<file path="config.mk">
export PLATFORM = sky130hd
export DESIGN_NAME = gem_cluster_lut_scheduler
export DESIGN_NICKNAME = d
export VERILOG_FILES = /design/src/rtl/gem_sched_pkg.sv /design/src/rtl/gem_sched_pick.sv /design/src/rtl/gem_cluster_lut_scheduler.sv
export SDC_FILE = /design/constraint.sdc
export NUM_CORES = 1
export LEC_CHECK = 0
export CORE_UTILIZATION = 35
export DETAILED_ROUTE_END_ITERATION = 16
export PLACE_DENSITY = 0.58
export SETUP_SLACK_MARGIN = 0.05
export SLEW_MARGIN = 20
export SYNTH_ARGS = -nofsm -noshare
export SYNTH_HDL_FRONTEND = slang
export SYNTH_SLANG_ARGS = --single-unit
export TNS_END_PERCENT = 20
</file>
<file path="constraint.sdc">
create_clock -name clock -period 2.8 [get_ports clock]
set_clock_uncertainty 0.2 [all_clocks]
set_input_delay 0.7 -clock clock [delete_from_list [all_inputs] [get_ports clock]]
set_output_delay 0.7 -clock clock [all_outputs]
set_load 0.02 [all_outputs]
</file>
<file path="src/rtl/gem_sched_pkg.sv">
// Shared widths, sentinel values and FSM encoding for the GEM cluster LUT scheduler.
// Latency: n/a (package only).
// Backpressure: n/a (package only).
package gem_sched_pkg;

  localparam int WIREBITS  = 7;
  localparam int STRIPBITS = 8;
  localparam int ROLLBITS  = 3;
  localparam int PADBITS   = 8;
  localparam int SIZEBITS  = 3;

  // Halfstrip value a lane returns when the pad has no CSC overlap.
  localparam logic [STRIPBITS-1:0] HS_INVALID = 8'd224;

  typedef enum logic [1:0] {
    ST_IDLE  = 2'd0,
    ST_ISSUE = 2'd1,
    ST_DRAIN = 2'd2,
    ST_DONE  = 2'd3
  } sched_state_t;

  // One translated cluster as returned by a lane.
  typedef struct packed {
    logic [WIREBITS-1:0]  wire_lo;
    logic [WIREBITS-1:0]  wire_hi;
    logic [STRIPBITS-1:0] hs_lo;
    logic [STRIPBITS-1:0] hs_hi;
    logic                 me1a;
  } slot_t;

endpackage

</file>
<file path="src/rtl/gem_sched_pick.sv">
// Picks up to NLANES lowest-index set bits of a mask, lane 0 getting the lowest.
// Latency: combinational.
// Backpressure: none; caller clears pick_mask bits from its pending mask.
module gem_sched_pick #(
  parameter int NCLUSTERS = 8,
  parameter int NLANES    = 2,
  parameter int IDXW      = $clog2(NCLUSTERS)
) (
  input  logic [NCLUSTERS-1:0]   mask,
  output logic [NLANES-1:0]      pick_vld,
  output logic [NLANES*IDXW-1:0] pick_idx,
  output logic [NCLUSTERS-1:0]   pick_mask
);

  logic [NCLUSTERS-1:0] remain;
  logic                 found;

  // Repeated lowest-set-bit search, removing each hit before the next lane looks.
  always_comb begin
    remain    = mask;
    found     = 1'b0;
    pick_vld  = '0;
    pick_idx  = '0;
    pick_mask = '0;
    for (int l = 0; l < NLANES; l++) begin
      found = 1'b0;
      for (int i = 0; i < NCLUSTERS; i++) begin
        if (!found && remain[i]) begin
          found                       = 1'b1;
          pick_vld[l]                 = 1'b1;
          pick_idx[l*IDXW +: IDXW]    = IDXW'(i);
          remain[i]                   = 1'b0;
          pick_mask[i]                = 1'b1;
        end
      end
    end
  end

endmodule

</file>
<file path="src/rtl/gem_cluster_lut_scheduler.sv">
// Time-multiplexes a BX's GEM clusters onto NLANES LUT lanes and publishes one aligned result vector per BX.
// Latency: out_valid after max(ceil(n/NLANES),1)+LUT_LATENCY+1 clocks from bx_strobe; GEM_SCHED_STATS_EN enables drop_count.
// Backpressure: none; a strobe while a BX is still issuing/draining truncates it (partial publish + overflow pulse).
module gem_cluster_lut_scheduler
  import gem_sched_pkg::*;
#(
  parameter int NCLUSTERS   = 8,
  parameter int NLANES      = 2,
  parameter int LUT_LATENCY = 1
) (
  input  logic                           clock,
  input  logic                           reset_n,
  input  logic                           bx_strobe,
  input  logic [NCLUSTERS-1:0]           in_vpf,
  input  logic [ROLLBITS*NCLUSTERS-1:0]  in_roll,
  input  logic [PADBITS*NCLUSTERS-1:0]   in_pad,
  input  logic [SIZEBITS*NCLUSTERS-1:0]  in_size,
  output logic [NLANES-1:0]              lane_vpf,
  output logic [ROLLBITS*NLANES-1:0]     lane_roll,
  output logic [PADBITS*NLANES-1:0]      lane_pad,
  output logic [SIZEBITS*NLANES-1:0]     lane_size,
  input  logic [WIREBITS*NLANES-1:0]     res_wire_lo,
  input  logic [WIREBITS*NLANES-1:0]     res_wire_hi,
  input  logic [STRIPBITS*NLANES-1:0]    res_hs_lo,
  input  logic [STRIPBITS*NLANES-1:0]    res_hs_hi,
  input  logic [NLANES-1:0]              res_me1a,
  output logic                           out_valid,
  output logic [NCLUSTERS-1:0]           out_vpf,
  output logic [WIREBITS*NCLUSTERS-1:0]  out_wire_lo,
  output logic [WIREBITS*NCLUSTERS-1:0]  out_wire_hi,
  output logic [STRIPBITS*NCLUSTERS-1:0] out_hs_lo,
  output logic [STRIPBITS*NCLUSTERS-1:0] out_hs_hi,
  output logic [NCLUSTERS-1:0]           out_me1a,
  output logic                           busy,
  output logic                           overflow,
  output logic [7:0]                     drop_count
);

  localparam int IDXW = $clog2(NCLUSTERS);

  sched_state_t                  state;
  logic [NCLUSTERS-1:0]          pending;
  logic [NCLUSTERS-1:0]          captured;
  logic [NCLUSTERS-1:0]          capt_nx;
  logic [ROLLBITS*NCLUSTERS-1:0] roll_q;
  logic [PADBITS*NCLUSTERS-1:0]  pad_q;
  logic [SIZEBITS*NCLUSTERS-1:0] size_q;
  slot_t [NCLUSTERS-1:0]         slot_q;
  slot_t [NCLUSTERS-1:0]         slot_nx;
  logic [1:0]                    drain_cnt;

  // Slot index travelling alongside each lane request until its result returns.
  logic [NLANES-1:0]             tag_vld [LUT_LATENCY];
  logic [NLANES*IDXW-1:0]        tag_idx [LUT_LATENCY];

  logic [NLANES-1:0]             pick_vld;
  logic [NLANES*IDXW-1:0]        pick_idx;
  logic [NCLUSTERS-1:0]          pick_mask;
  logic [NLANES-1:0]             iss_vld;
  logic                          truncate;
  logic                          publish;

  logic [ROLLBITS*NLANES-1:0]     lane_roll_nx;
  logic [PADBITS*NLANES-1:0]      lane_pad_nx;
  logic [SIZEBITS*NLANES-1:0]     lane_size_nx;
  logic [WIREBITS*NCLUSTERS-1:0]  pub_wire_lo;
  logic [WIREBITS*NCLUSTERS-1:0]  pub_wire_hi;
  logic [STRIPBITS*NCLUSTERS-1:0] pub_hs_lo;
  logic [STRIPBITS*NCLUSTERS-1:0] pub_hs_hi;
  logic [NCLUSTERS-1:0]           pub_me1a;

  gem_sched_pick #(
    .NCLUSTERS (NCLUSTERS),
    .NLANES    (NLANES),
    .IDXW      (IDXW)
  ) u_pick (
    .mask      (pending),
    .pick_vld  (pick_vld),
    .pick_idx  (pick_idx),
    .pick_mask (pick_mask)
  );

  // A strobe always wins: no issue happens in the clock that loads a new BX.
  assign iss_vld  = (state == ST_ISSUE && !bx_strobe) ? pick_vld : '0;
  assign truncate = bx_strobe && (state == ST_ISSUE || state == ST_DRAIN);
  assign publish  = truncate || (state == ST_DONE);
  assign busy     = (state != ST_IDLE);

  // Slot contents including results landing this clock, so a truncating publish sees them.
  always_comb begin
    slot_nx = slot_q;
    capt_nx = captured;
    for (int l = 0; l < NLANES; l++) begin
      if (tag_vld[LUT_LATENCY-1][l]) begin
        slot_nx[tag_idx[LUT_LATENCY-1][l*IDXW +: IDXW]] = '{
          wire_lo: res_wire_lo[l*WIREBITS +: WIREBITS],
          wire_hi: res_wire_hi[l*WIREBITS +: WIREBITS],
          hs_lo:   res_hs_lo[l*STRIPBITS +: STRIPBITS],
          hs_hi:   res_hs_hi[l*STRIPBITS +: STRIPBITS],
          me1a:    res_me1a[l]
        };
        capt_nx[tag_idx[LUT_LATENCY-1][l*IDXW +: IDXW]] = 1'b1;
      end
    end
  end

  // Gather the picked clusters' fields onto their lanes; idle lanes carry zeros.
  always_comb begin
    lane_roll_nx = '0;
    lane_pad_nx  = '0;
    lane_size_nx = '0;
    for (int l = 0; l < NLANES; l++) begin
      if (iss_vld[l]) begin
        lane_roll_nx[l*ROLLBITS +: ROLLBITS] = roll_q[pick_idx[l*IDXW +: IDXW]*ROLLBITS +: ROLLBITS];
        lane_pad_nx[l*PADBITS +: PADBITS]    = pad_q[pick_idx[l*IDXW +: IDXW]*PADBITS +: PADBITS];
        lane_size_nx[l*SIZEBITS +: SIZEBITS] = size_q[pick_idx[l*IDXW +: IDXW]*SIZEBITS +: SIZEBITS];
      end
    end
  end

  // Flatten slots into the packed output buses, cluster i at [W*i +: W].
  always_comb begin
    pub_wire_lo = '0;
    pub_wire_hi = '0;
    pub_hs_lo   = '0;
    pub_hs_hi   = '0;
    pub_me1a    = '0;
    for (int i = 0; i < NCLUSTERS; i++) begin
      pub_wire_lo[i*WIREBITS +: WIREBITS]  = slot_nx[i].wire_lo;
      pub_wire_hi[i*WIREBITS +: WIREBITS]  = slot_nx[i].wire_hi;
      pub_hs_lo[i*STRIPBITS +: STRIPBITS]  = slot_nx[i].hs_lo;
      pub_hs_hi[i*STRIPBITS +: STRIPBITS]  = slot_nx[i].hs_hi;
      pub_me1a[i]                          = slot_nx[i].me1a;
    end
  end

  // Scheduler FSM, lane request registers, tag pipeline, slot store and output registers.
  always_ff @(posedge clock or negedge reset_n) begin
    if (!reset_n) begin
      state       <= ST_IDLE;
      pending     <= '0;
      captured    <= '0;
      roll_q      <= '0;
      pad_q       <= '0;
      size_q      <= '0;
      slot_q      <= '0;
      drain_cnt   <= '0;
      lane_vpf    <= '0;
      lane_roll   <= '0;
      lane_pad    <= '0;
      lane_size   <= '0;
      out_valid   <= 1'b0;
      out_vpf     <= '0;
      out_wire_lo <= '0;
      out_wire_hi <= '0;
      out_hs_lo   <= '0;
      out_hs_hi   <= '0;
      out_me1a    <= '0;
      overflow    <= 1'b0;
      for (int k = 0; k < LUT_LATENCY; k++) begin
        tag_vld[k] <= '0;
        tag_idx[k] <= '0;
      end
    end else begin
      out_valid <= 1'b0;
      overflow  <= truncate;

      tag_vld[0] <= iss_vld;
      tag_idx[0] <= pick_idx;
      for (int k = 1; k < LUT_LATENCY; k++) begin
        tag_vld[k] <= tag_vld[k-1];
        tag_idx[k] <= tag_idx[k-1];
      end

      slot_q    <= slot_nx;
      captured  <= capt_nx;
      lane_vpf  <= iss_vld;
      lane_roll <= lane_roll_nx;
      lane_pad  <= lane_pad_nx;
      lane_size <= lane_size_nx;

      if (publish) begin
        out_valid   <= 1'b1;
        out_vpf     <= capt_nx;
        out_wire_lo <= pub_wire_lo;
        out_wire_hi <= pub_wire_hi;
        out_hs_lo   <= pub_hs_lo;
        out_hs_hi   <= pub_hs_hi;
        out_me1a    <= pub_me1a;
      end

      if (bx_strobe) begin
        // New BX: anything still in flight belongs to the abandoned one.
        pending  <= in_vpf;
        roll_q   <= in_roll;
        pad_q    <= in_pad;
        size_q   <= in_size;
        slot_q   <= '0;
        captured <= '0;
        state    <= ST_ISSUE;
        for (int k = 0; k < LUT_LATENCY; k++) begin
          tag_vld[k] <= '0;
        end
      end else begin
        case (state)
          ST_ISSUE: begin
            pending <= pending & ~pick_mask;
            if ((pending & ~pick_mask) == '0) begin
              state     <= ST_DRAIN;
              drain_cnt <= 2'(LUT_LATENCY);
            end
          end
          ST_DRAIN: begin
            if (drain_cnt <= 2'd1) begin
              state <= ST_DONE;
            end else begin
              drain_cnt <= drain_cnt - 2'd1;
            end
          end
          ST_DONE:  state <= ST_IDLE;
          default:  state <= ST_IDLE;
        endcase
      end
    end
  end

`ifdef GEM_SCHED_STATS_EN
  logic [NCLUSTERS-1:0] vld_q;
  logic [8:0]           drop_sum;

  assign drop_sum = {1'b0, drop_count} + 9'($countones(vld_q & ~capt_nx));

  // Saturating count of clusters lost to truncation; only reset clears it.
  always_ff @(posedge clock or negedge reset_n) begin
    if (!reset_n) begin
      vld_q      <= '0;
      drop_count <= '0;
    end else begin
      if (truncate) begin
        drop_count <= drop_sum[8] ? 8'hFF : drop_sum[7:0];
      end
      if (bx_strobe) begin
        vld_q <= in_vpf;
      end
    end
  end
`else
  assign drop_count = 8'd0;
`endif

endmodule
</file>
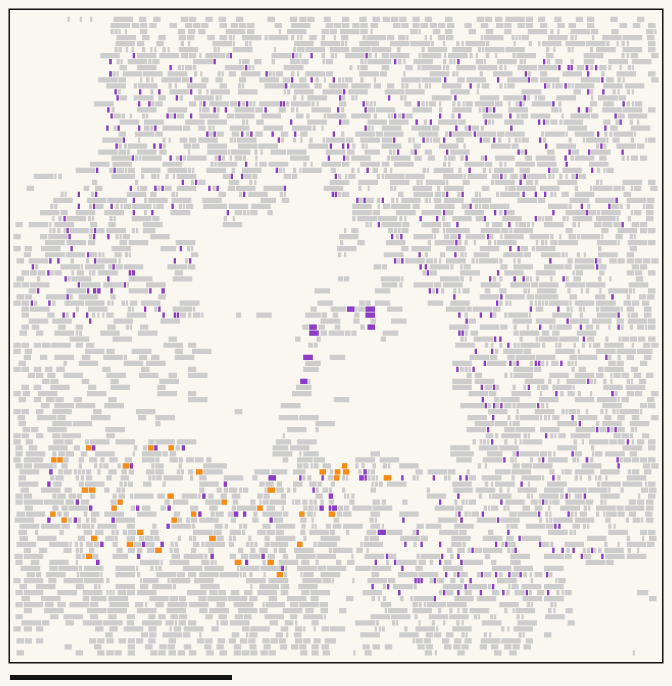
Figure 1: run 1, selected gate families.
The bar under the picture is 100 µm long.
legend:
  purple:
    family: nor cells
    cells: 445
    most_used: nor2_1
    where: widely spread
  orange:
    family: non-inverting ao/oa cells
    cells: 37
post-route non-filler standard cell count: 4,606
Comb area share: 30.3%
commonest non-fill, non-tap cell in the layout: dfrtp_1

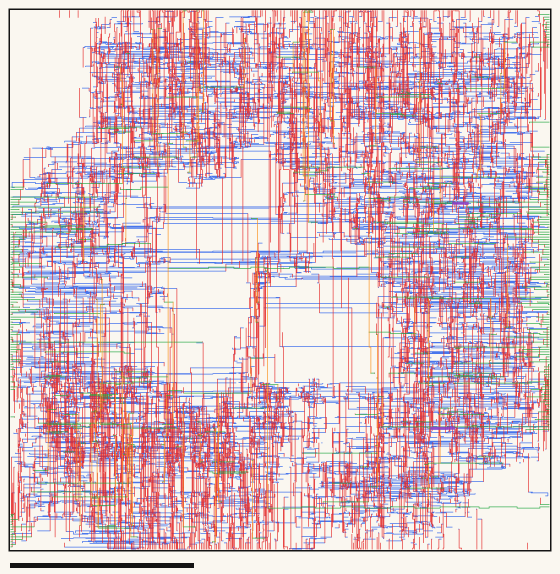
Figure 2: run 1, routed metal, one color a layer.
The bar under the picture is 100 µm long.
legend:
  blue:
    layer: M1
    wire_length: 43.0 mm
  orange:
    layer: M4
    wire_length: 3,200 µm
  purple:
    layer: M5
    wire_length: 19.3 µm
  red:
    layer: M2
    wire_length: 47.5 mm
  green:
    layer: M3
    wire_length: 4,670 µm
Total Routed Length: 98.4 mm
total number of vias: 23,400
Avg WL per Cell: 21.4 µm
aggregate global-route resource usage: 22.7%

==> flow_summary.rst, run 1 <==
Synthesis and place-and-route
=============================

.. list-table::
   :header-rows: 1

   * - Metric
     - Value
   * - Run status
     - finished with violations
   * - Failing checks
     - negative setup slack
   * - Simple share
     - 12.2%
   * - Residual DRC
     - 0
   * - Maximum number of buffers from clock root to sink
     - 3
   * - Arrival time at the worst endpoint
     - 3130 ps
   * - Path class of the lowest-slack min-delay path
     - in -> reg
   * - Worst Setup EP
     - lane_size[4]
   * - Worst reg2reg path endpoint
     - lane_size[4]
   * - Area grow syn2layout
     - 31.7%
   * - Antenna violation net count after detailed routing
     - 0
   * - Total overflow reported by the global router
     - 0
   * - Gate Count Post-Synth
     - 2,984
   * - Hpwl dp
     - 66.5 mm
   * - Routed metal-1 wire length
     - 43.0 mm
   * - Setup violators final
     - 2
   * - Tcrit/Tclk final
     - 100%
   * - Most flops, register
     - slot_q
   * - Number of flops mapped to enable cells by yosys
     - 0
   * - Min-Delay Endpoint
     - slot_q[34]
   * - Most frequently placed logic cells in the final layout
     - dfrtp_1 (676), clkdlybuf4s50_1 (470), o21ai_0 (416)
   * - Max-Slew Margin vs Limit
     - 25.8%
   * - Setup TNS
     - -9.27 ps
   * - CP peak stage delay
     - 470 ps
   * - # IOs
     - 482
   * - Row count
     - 106
   * - Max_cap viols
     - 0
   * - Area of the die
     - 0.0864 mm²
   * - Total of warnings raised by yosys
     - 0
   * - Mean instance size in the synthesized netlist
     - 10.0 µm²
   * - Iteration-0 DRC Markers
     - 1,660
   * - Adder Share, Synth
     - 0.281%
   * - Ratio of total power to cell area
     - 912 mW/mm²
   * - Routability cong.
     - 0.841
   * - Largest fanout of any net on the critical path
     - 25
   * - Final Max Tran Viols
     - 0
   * - Worst IR drop on VDD
     - 0.625 mV
   * - Crit path time final
     - 2810 ps
   * - Slowest cell on crit path
     - or4_4
   * - Effective utilization at floorplan
     - 35.5%
   * - RSZ-0062 raised after global routing
     - yes
   * - Fraction of the mapped netlist area in compound gates
     - 12.6%
   * - Number of flip-flops in the largest register
     - 248
   * - Cell family with most CP delay
     - simple AND/OR/NAND/NOR gates
   * - Design Power
     - 35,800 µW
   * - Global-route wire length before repair
     - 149 mm
   * - Top Metal Used
     - met5
   * - Fraction of layout instances using a drive strength above 1
     - 12.5%
   * - Primary FF master, synth
     - dfrtp_1
   * - Element type at the critical path start
     - flop
   * - Buffers & Inverters on Critical Path
     - 1
   * - Hold path depth
     - 2
   * - LEAKAGE
     - 0.0184 µW
   * - Met3 routed wirelength
     - 4.67 mm
   * - Dominant combinational cell family by area after synthesis
     - multiplexers
   * - Worst Hold Slack
     - 126 ps
   * - Antenna violations before repair
     - 6
   * - MUX area fraction
     - 14.1%
   * - Tool warning count
     - 36
   * - R2r setup slk
     - -7 ps
   * - Count of placed standard cells including taps
     - 4,453
   * - Chip Height
     - 294 µm
   * - Number of cells traversed by the worst register-to-register path
     - 8
   * - Metal2 WL
     - 47.5 mm
   * - Cell area reported after detailed placement
     - 0.0365 mm²
   * - TritonCTS sink count
     - 676
   * - Flops & latches, synth
     - 676
   * - Endpoint type of the worst setup path
     - flop
   * - Required time worst endpoint
     - 3120 ps
   * - Dpl ws
     - -209 ps
   * - Num CTS Buffers
     - 77
   * - CTS clk-pin slew, worst paths
     - 60 ps
   * - Ratio of routed vias to standard cells
     - 5.08
   * - Maximum number of pins on one net before global-route repair
     - 180
   * - TritonCTS clock tree
     - done
   * - Final Hold Vio Count
     - 0
   * - Core Footprint
     - 0.0840 mm²
   * - Number of nets in the final layout
     - 3,595
   * - CTS root buf
     - clkbuf_16
   * - Width of the chip
     - 294 µm
   * - Stages on worst setup path
     - 8
   * - Top achievable clock speed
     - 0.356 GHz
   * - Worst setup margin
     - -7.08 ps
   * - Cell total in the yosys stat output
     - 2,984
   * - Beginning of the critical path
     - pending[0]
   * - Fraction of registers with async set/reset
     - 100%
   * - TritonRoute pass-1 iters
     - 5
   * - Fraction of synthesized cell area in xor and xnor cells
     - 0.0294%
   * - Seq share, synth
     - 56.7%
   * - Post-synthesis cell area
     - 0.0298 mm²
   * - Slew at the pin with the worst max-slew slack
     - 1110 ps
   * - Distinct cell type count of the synthesized netlist
     - 53
   * - Yosys synthesis chip area
     - 0.0298 mm²
   * - Fill cells
     - 7,866
   * - Number of global-route vias before repair
     - 23,300
   * - Total number of H-tree levels
     - 3
   * - Hold Crit Start
     - bx_strobe
   * - Worst Path Class, Setup
     - reg -> reg
   * - Final std cell area, no fill
     - 0.0393 mm²
   * - Number of port buffers
     - 473
   * - Cells along the critical path
     - or3_4 > or4_4 > xor2_1 > a31oi_4 > buf_12 > mux2_2 > o22ai_1 > nor3_1
   * - Worst R2R Start
     - pending[0]
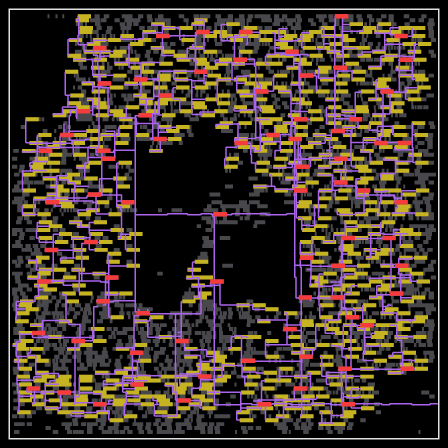
Figure 3: run 1, clock distribution.
legend:
  yellow:
    item: flip-flops
    count: 676
  red:
    item: clock-net drivers
    count: 77
  purple:
    item: clock wires
    length: 9,290 µm
flops lie: widely spread
routed clock nets: 78
power in the clock group: 10,500 µW
part of the power in the clock network: 29.4%
clock latency of the later-clocked register in the worst-skew pair: 620 ps

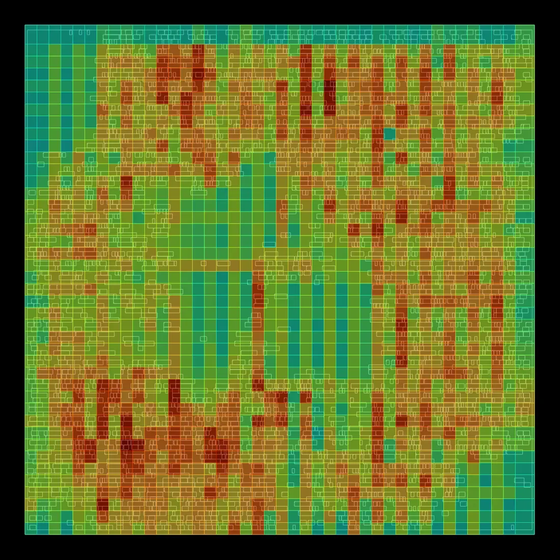
Figure 4: run 1, congestion heat map.
global-route met3 utilization: 3.37%
GRT met1 Usage: 30.3%
routing usage on met2: 37.5%
share of the core filled with cells in the final layout: 46.8%
routing layer with the top usage in global route: met2

-- run 1: cell type report --
class / count / area [µm²] / area share [%]
Timing Repair Buffer: 600 / 6230 / 15.9
Sequential cell: 676 / 16900 / 43.0
Clock inverter: 37 / 479 / 1.22
Tap cell: 1134 / 1420 / 3.61
Multi-Input combinational cell: 2022 / 11900 / 30.3
Antenna cell: 4 / 10.0 / 0.0255
Clock buffer: 105 / 2210 / 5.63
Inverter: 28 / 105 / 0.267
-- run 1: report_power, final --
group	internal [µW]	leakage [µW]	switching, µW	total, µW
sequential	11700	0.00905	1440	13200
clock	6180	0.00131	4350	10500
combinational	5080	0.00808	7040	12100
-- run 1: cell usage after synthesis, types with 2 or more instances --
cell type / instances / area (µm²)
nor3b_1: 5 / 37.5
clkbuf_1: 219 / 822
a211oi_1: 18 / 135
and2_1: 2 / 12.5
a21o_1: 3 / 22.5
dfrtp_1: 676 / 16900
o21a_1: 15 / 113
nor2_1: 398 / 1490
nor2b_1: 3 / 18.8
nand3_1: 33 / 165
nand4_1: 3 / 18.8
a21oi_1: 151 / 756
ha_1: 5 / 62.6
nor3_1: 37 / 185
buf_2: 7 / 35.0
buf_1: 26 / 97.6
or4_1: 2 / 15.0
buf_6: 2 / 22.5
o31ai_1: 2 / 15.0
inv_1: 27 / 101
mux2_2: 139 / 1570
o221ai_1: 13 / 114
o21ai_0: 418 / 2090
o22ai_1: 28 / 175
nand2b_1: 8 / 50.1
buf_4: 12 / 90.1
nand4b_1: 6 / 52.6
o211ai_1: 17 / 128
a211o_1: 15 / 131
mux2i_1: 263 / 2630
nand2_1: 409 / 1540
-- run 1: timing repair --
item,CTS,global route
hold endpoints to repair,29,0
buffers inserted,2,1
endpoints found under the setup margin,30,29
hold buffers,1,0
gates resized,8,12
cloned,3,0
pin swaps,6,5
Figure 5. Cell density map (run 1).
The die is cut into 29 by 29 equal tiles; dark blue is low, red is high, 0 to 100% covered.
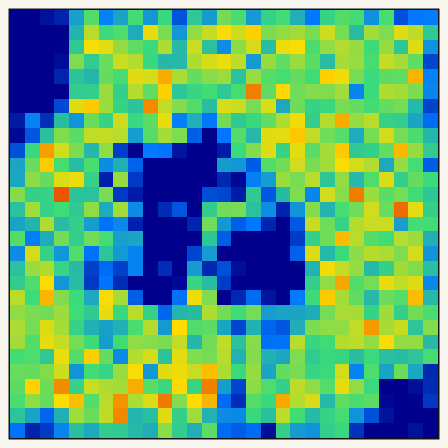

==> run 1 -> run 2 <==
--- a/config.mk
+++ b/config.mk
@@ -6,7 +6,9 @@
 export NUM_CORES = 1
 export LEC_CHECK = 0
 export CORE_UTILIZATION = 35
+export CTS_CLUSTER_SIZE = 12
 export DETAILED_ROUTE_END_ITERATION = 16
+export MAX_ROUTING_LAYER = met4
 export PLACE_DENSITY = 0.58
 export SETUP_SLACK_MARGIN = 0.05
 export SLEW_MARGIN = 20
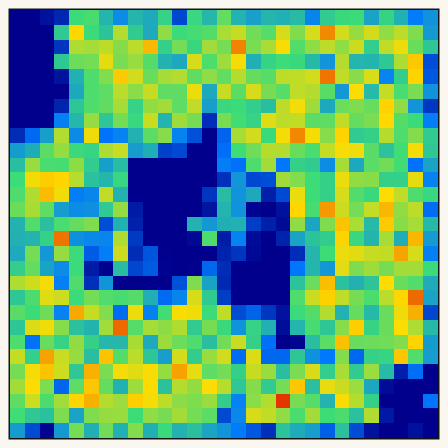
Figure 6: run 2, cell density map.
The die is cut into 29 by 29 equal tiles; dark blue is low, red is high, 0 to 100% covered.
nearly empty tiles: 12%
fullest tile: 94%
mean over tiles: 44%
tiles over 75% full: 5.5%
emptiest ninth of the die: center
share of the core filled with cells in the final layout: 47.1%
effective utilization at floorplan: 35.5%
Core Footprint: 0.0840 mm²

==> flow_summary.rst, run 2 <==
Synthesis and place-and-route
=============================

.. list-table::
   :header-rows: 1

   * - Metric
     - Value
   * - Run status
     - finished with violations
   * - Failing checks
     - negative setup slack
   * - Antenna violations before repair
     - 2
   * - Path class of the lowest-slack min-delay path
     - in -> reg
   * - Hpwl dp
     - 66.6 mm
   * - Maximum number of pins on one net before global-route repair
     - 112
   * - Worst IR drop on VDD
     - 0.545 mV
   * - Number of flip-flops in the largest register
     - 248
   * - Cell area reported after detailed placement
     - 0.0365 mm²
   * - Leading cell types by total area after synthesis
     - dfrtp_1 (57%), mux2i_1 (8.8%), o21ai_0 (7.0%), mux2_2 (5.2%), nand2_1 (5.1%)
   * - Total number of vias
     - 23,400
   * - Setup violators final
     - 5
   * - Max-area cell share
     - 56.7%
   * - Mean instance size in the synthesized netlist
     - 10.0 µm²
   * - Flops & latches, synth
     - 676
   * - Dominant combinational cell family by area after synthesis
     - multiplexers
   * - Top achievable clock speed
     - 0.356 GHz
   * - Iteration-0 DRC Markers
     - 1,679
   * - Area of the die
     - 0.0864 mm²
   * - Cell total in the yosys stat output
     - 2,984
   * - Final Hold Vio Count
     - 0
   * - Required time worst endpoint
     - 3160 ps
   * - Maximum number of buffers from clock root to sink
     - 3
   * - Design Power
     - 35,900 µW
   * - Largest fanout of any net on the critical path
     - 8
   * - Tcrit/Tclk final
     - 100%
   * - Worst Hold Slack
     - 267 ps
   * - Primary FF master, synth
     - dfrtp_1
   * - Crit path time final
     - 2810 ps
   * - Met3 routed wirelength
     - 4.57 mm
   * - RSZ-0062 raised after global routing
     - yes
   * - Final std cell area, no fill
     - 0.0395 mm²
   * - Top Metal Used
     - met4
   * - MUX area fraction
     - 14.1%
   * - Max_cap viols
     - 0
   * - Avg WL per Cell
     - 21.3 µm
   * - Residual DRC
     - 0
   * - Final Max Tran Viols
     - 0
   * - Ratio of total power to cell area
     - 908 mW/mm²
   * - Routability cong.
     - 0.856
   * - Fraction of synthesized cell area in xor and xnor cells
     - 0.0294%
   * - Worst setup margin
     - -12.4 ps
   * - Total Routed Length
     - 98.4 mm
   * - Hold Crit Start
     - bx_strobe
   * - Yosys synthesis chip area
     - 0.0298 mm²
   * - Commonest non-fill, non-tap cell in the layout
     - dfrtp_1
   * - Min-Delay Endpoint
     - pad_q[5]
   * - Area grow syn2layout
     - 32.5%
   * - Gate Count Post-Synth
     - 2,984
   * - Hold path depth
     - 3
   * - Ratio of routed vias to standard cells
     - 5.07
   * - Endpoint type of the worst setup path
     - flop
   * - Element type at the critical path start
     - flop
   * - Global-route wire length before repair
     - 149 mm
   * - Setup TNS
     - -25.0 ps
   * - Number of cells traversed by the worst register-to-register path
     - 8
   * - Metal2 WL
     - 47.2 mm
   * - TritonCTS clock tree
     - done
   * - Worst Path Class, Setup
     - reg -> reg
   * - Number of nets in the final layout
     - 3,607
   * - Post-synthesis cell area
     - 0.0298 mm²
   * - Arrival time at the worst endpoint
     - 3170 ps
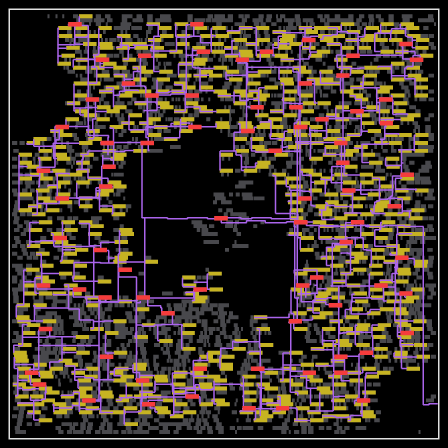
Figure 7: run 2, clock distribution.
legend:
  red:
    item: clock-net drivers
    count: 78
  yellow:
    item: flip-flops
    count: 676
  purple:
    item: clock wires
    length: 9,130 µm
routed clock nets: 79
flops lie: widely spread
clock latency of the later-clocked register in the worst-skew pair: 630 ps
part of the power in the clock network: 29.1%
power in the clock group: 10,400 µW

==> run 2: cell counts after synthesis <==
No cell type changed its count.
==> run 2: what timing repair did <==
item,in CTS,in global routing
buffers inserted,6,1
hold endpoints to repair,26,0
pin swaps,18,5
hold buffers,1,0
cloned,3,1
setup endpoints to repair,30,30
gates resized,16,23
==> run 2: worst max path at each step <==
stage / endpoint / cells past startpoint
3_3_place_gp: lane_roll[1] / 8
4_1_cts: lane_size[1] / 7
6_report: lane_pad[5] / 8
3_5_place_dp: lane_pad[2] / 8
2_1_floorplan: lane_roll[0] / 11
5_1_grt: lane_size[2] / 8
==> run 2: metal layers <==
metal  vias up  track usage [%]
met5         -                -
met4         0             6.95
met1     11600             30.8
li1      11000                -
met3       152             2.99
met2       669             37.6
==> run 2: report_power, final <==
| group | internal, µW | switching [µW] |
|---|---|---|
| registers | 11700 | 1430 |
| logic | 5190 | 7100 |
| clock network | 6100 | 4330 |
| total | 23000 | 12900 |
==> run 2: worst max-delay path, stage by stage (launching register included) <==
cell,delay (ps)
dfrtp_1,370
or3_4,380
or4_4,490
or3_4,480
nand2_8,160
buf_12,140
mux2i_1,70
a211o_1,300
a21oi_1,130
==> run 2: final cells by class <==
cell class | instances | area [µm²] | area share (%)
Antenna cell | 2 | 5.00 | 0.0127
Clock buffer | 112 | 2270 | 5.74
Tap cell | 1134 | 1420 | 3.59
Sequential cell | 676 | 16900 | 42.8
Inverter | 28 | 105 | 0.266
Multi-Input combinational cell | 2022 | 12000 | 30.4
Timing Repair Buffer | 611 | 6400 | 16.2
Clock inverter | 32 | 400 | 1.01
Figure 8. Routed metal, one color a layer (run 2).
The bar under the picture is 100 µm long.
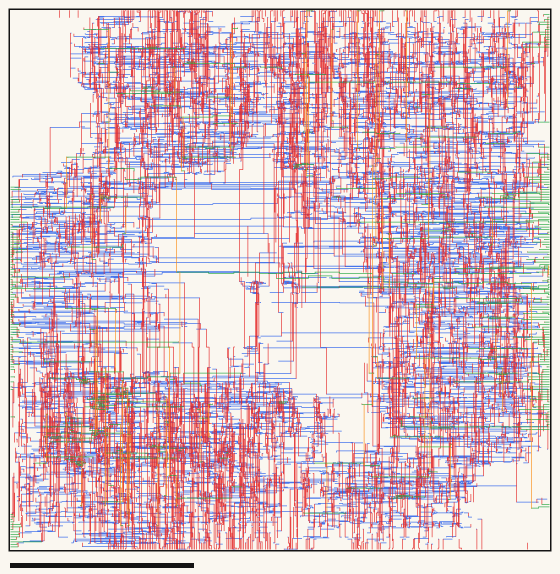

==> run 2 -> run 3 <==
--- a/config.mk
+++ b/config.mk
@@ -8,9 +8,9 @@
 export CORE_UTILIZATION = 35
 export CTS_CLUSTER_SIZE = 12
 export DETAILED_ROUTE_END_ITERATION = 16
-export MAX_ROUTING_LAYER = met4
 export PLACE_DENSITY = 0.58
 export SETUP_SLACK_MARGIN = 0.05
+export SKIP_CTS_REPAIR_TIMING = 1
 export SLEW_MARGIN = 20
 export SYNTH_ARGS = -nofsm -noshare
 export SYNTH_HDL_FRONTEND = slang
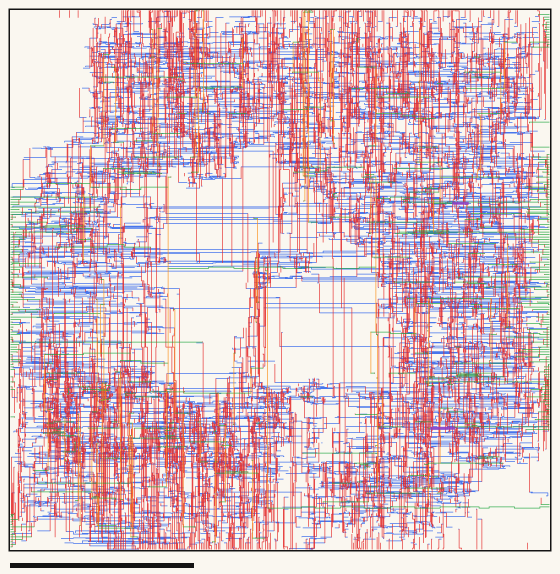
Figure 9: run 3, routed metal, one color a layer.
The bar under the picture is 100 µm long.
legend:
  green:
    layer: M3
    wire_length: 4,640 µm
  blue:
    layer: M1
    wire_length: 43.1 mm
  red:
    layer: M2
    wire_length: 47.6 mm
  orange:
    layer: M4
    wire_length: 3,190 µm
  purple:
    layer: M5
    wire_length: 19.3 µm
aggregate global-route resource usage: 22.6%
total number of vias: 23,400
Avg WL per Cell: 21.4 µm

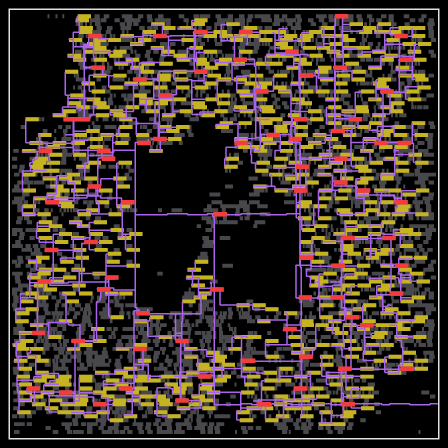
Figure 10: run 3, clock distribution.
part of the power in the clock network: 29.2%

==> flow_summary.rst, run 3 <==
Synthesis and place-and-route
=============================

.. list-table::
   :header-rows: 1

   * - Metric
     - Value
   * - Final Hold Vio Count
     - 0
   * - # IOs
     - 482
   * - RSZ-0062 raised after global routing
     - yes
   * - Area of the die
     - 0.0864 mm²
   * - Switching power
     - 12,700 µW
   * - Largest fanout of any net on the critical path
     - 7
   * - Worst IR drop on VDD
     - 0.625 mV
   * - Commonest non-fill, non-tap cell in the layout
     - dfrtp_1
   * - R2r setup slk
     - 4 ps
   * - Cell total in the yosys stat output
     - 2,984
   * - Total Routed Length
     - 98.5 mm
   * - Fill cells
     - 7,853
   * - Worst Path Class, Setup
     - reg -> reg
   * - Number of nets in the final layout
     - 3,594
   * - Setup TNS
     - 0 ps
   * - Area used by multi-input combinational logic
     - 0.0119 mm²
   * - Design Power
     - 35,800 µW
   * - Internal power
     - 23,000 µW
   * - Area grow syn2layout
     - 31.6%
   * - Num CTS Buffers
     - 77
   * - Mean instance size in the synthesized netlist
     - 10.0 µm²
   * - TritonRoute pass-1 iters
     - 5
   * - Number of flops mapped to enable cells by yosys
     - 0
   * - Ratio of routed vias to standard cells
     - 5.09
   * - CTS root buf
     - clkbuf_16
   * - Final std cell area, no fill
     - 0.0393 mm²
   * - TritonCTS sink count
     - 676
   * - Switching Share
     - 35.7%
   * - Residual DRC
     - 0
   * - Endpoint type of the worst setup path
     - flop
   * - Post-route non-filler standard cell count
     - 4,601
   * - Path class of the lowest-slack min-delay path
     - in -> reg
   * - Portion of total power attributed to combinational logic
     - 33.9%
   * - Global-route wire length before repair
     - 148 mm
   * - Slew at the pin with the worst max-slew slack
     - 1130 ps
   * - Effective utilization at floorplan
     - 35.5%
   * - Cell area reported after detailed placement
     - 0.0365 mm²
   * - Crit path time final
     - 2800 ps
   * - Iteration-0 DRC Markers
     - 1,734
   * - Run status
     - finished clean
   * - Count of placed standard cells including taps
     - 4,453
   * - Required time worst endpoint
     - 3140 ps
   * - Tcrit/Tclk final
     - 99.8%
   * - Total number of H-tree levels
     - 3
   * - Fraction of layout instances using a drive strength above 1
     - 12.2%
   * - Max_cap viols
     - 0
   * - Most frequently placed logic cells in the final layout
     - dfrtp_1 (676), clkdlybuf4s50_1 (470), o21ai_0 (417)
   * - Fraction of registers with async set/reset
     - 100%
   * - Tool warning count
     - 35
   * - Chip Height
     - 294 µm
   * - Hpwl dp
     - 66.5 mm
   * - Worst R2R Start
     - pending[0]
   * - Final Max Tran Viols
     - 0
   * - Beginning of the critical path
     - pending[0]
   * - Max-Slew Margin vs Limit
     - 24.3%
   * - Setup violators final
     - 0
   * - Yosys synthesis chip area
     - 0.0298 mm²
   * - Number of port buffers
     - 473
   * - Number of flip-flops in the largest register
     - 248
   * - Hold Crit Start
     - bx_strobe
   * - Largest area contributor in the synthesized netlist
     - dfrtp_1
   * - Total of warnings raised by yosys
     - 0
   * - Core Footprint
     - 0.0840 mm²
   * - Post-synth top cells
     - dfrtp_1 (676), o21ai_0 (418), nand2_1 (409)
   * - Post-synthesis cell area
     - 0.0298 mm²
   * - Ratio of total power to cell area
     - 911 mW/mm²
   * - LEAKAGE
     - 0.0184 µW
   * - Share of the core filled with cells in the final layout
     - 46.8%
   * - Maximum number of pins on one net before global-route repair
     - 180
   * - Flops & latches, synth
     - 676
run 3: cell counts after synthesis:
No cell type changed its count.
run 3: worst min-delay path by stage:
stage	cells after the start	slack, ps	endpoint
2_1_floorplan	0	200	captured[0]
3_3_place_gp	2	260	out_hs_lo[18]
3_5_place_dp	2	270	out_wire_hi[20]
4_1_cts	1	-230	out_hs_hi[36]
5_1_grt	2	110	slot_q[5]
6_report	2	130	slot_q[34]
run 3: metal layers:
layer | vias to the layer above | GRT usage (%) | wire length, µm
met1 | 11600 | 30.2 | 43100
li1 | 11000 | - | -
met4 | 4 | 7.99 | 3190
met2 | 673 | 37.4 | 47600
met5 | - | 0 | 19
met3 | 170 | 3.31 | 4640
run 3: kinds of logic after synthesis:
group           Yosys count  share of synthesized area (%)
compound gates          688                           12.6
fa+ha+maj                 7                          0.281
other cells               1                         0.0126
simple gates            912                           12.2
mux                     403                           14.1
buf+inv                 296                           4.05
xor+xnor                  1                         0.0294
flops                   676                           56.7
run 3: layout make-up:
class	count	share of cell area [%]
Clock buffer	111	5.72
Antenna cell	3	0.0191
Timing Repair Buffer	599	15.9
Inverter	28	0.268
Sequential cell	676	43.1
Multi-Input combinational cell	2022	30.4
Tap cell	1134	3.61
Clock inverter	28	1.04
run 3: power groups by stage:
stage | Clock (µW) | Sequential [µW] | Combinational, µW
2_1_floorplan | 0 | 14400 | 5010
3_3_place_gp | 0 | 13400 | 12000
3_5_place_dp | 0 | 13400 | 12100
4_1_cts | 10700 | 13200 | 12100
5_1_grt | 11100 | 13400 | 13200
6_report | 10400 | 13200 | 12100
run 3: worst max-delay path: stages (launching register included):
cell and delay (ps):
dfrtp_1 380, or3_4 390, or4_4 470, or3_4 470, nand2_8 160, buf_6 150, mux2i_1 70, a211o_1 290
a21oi_1 150
Power and IR drop assume default switching activity.
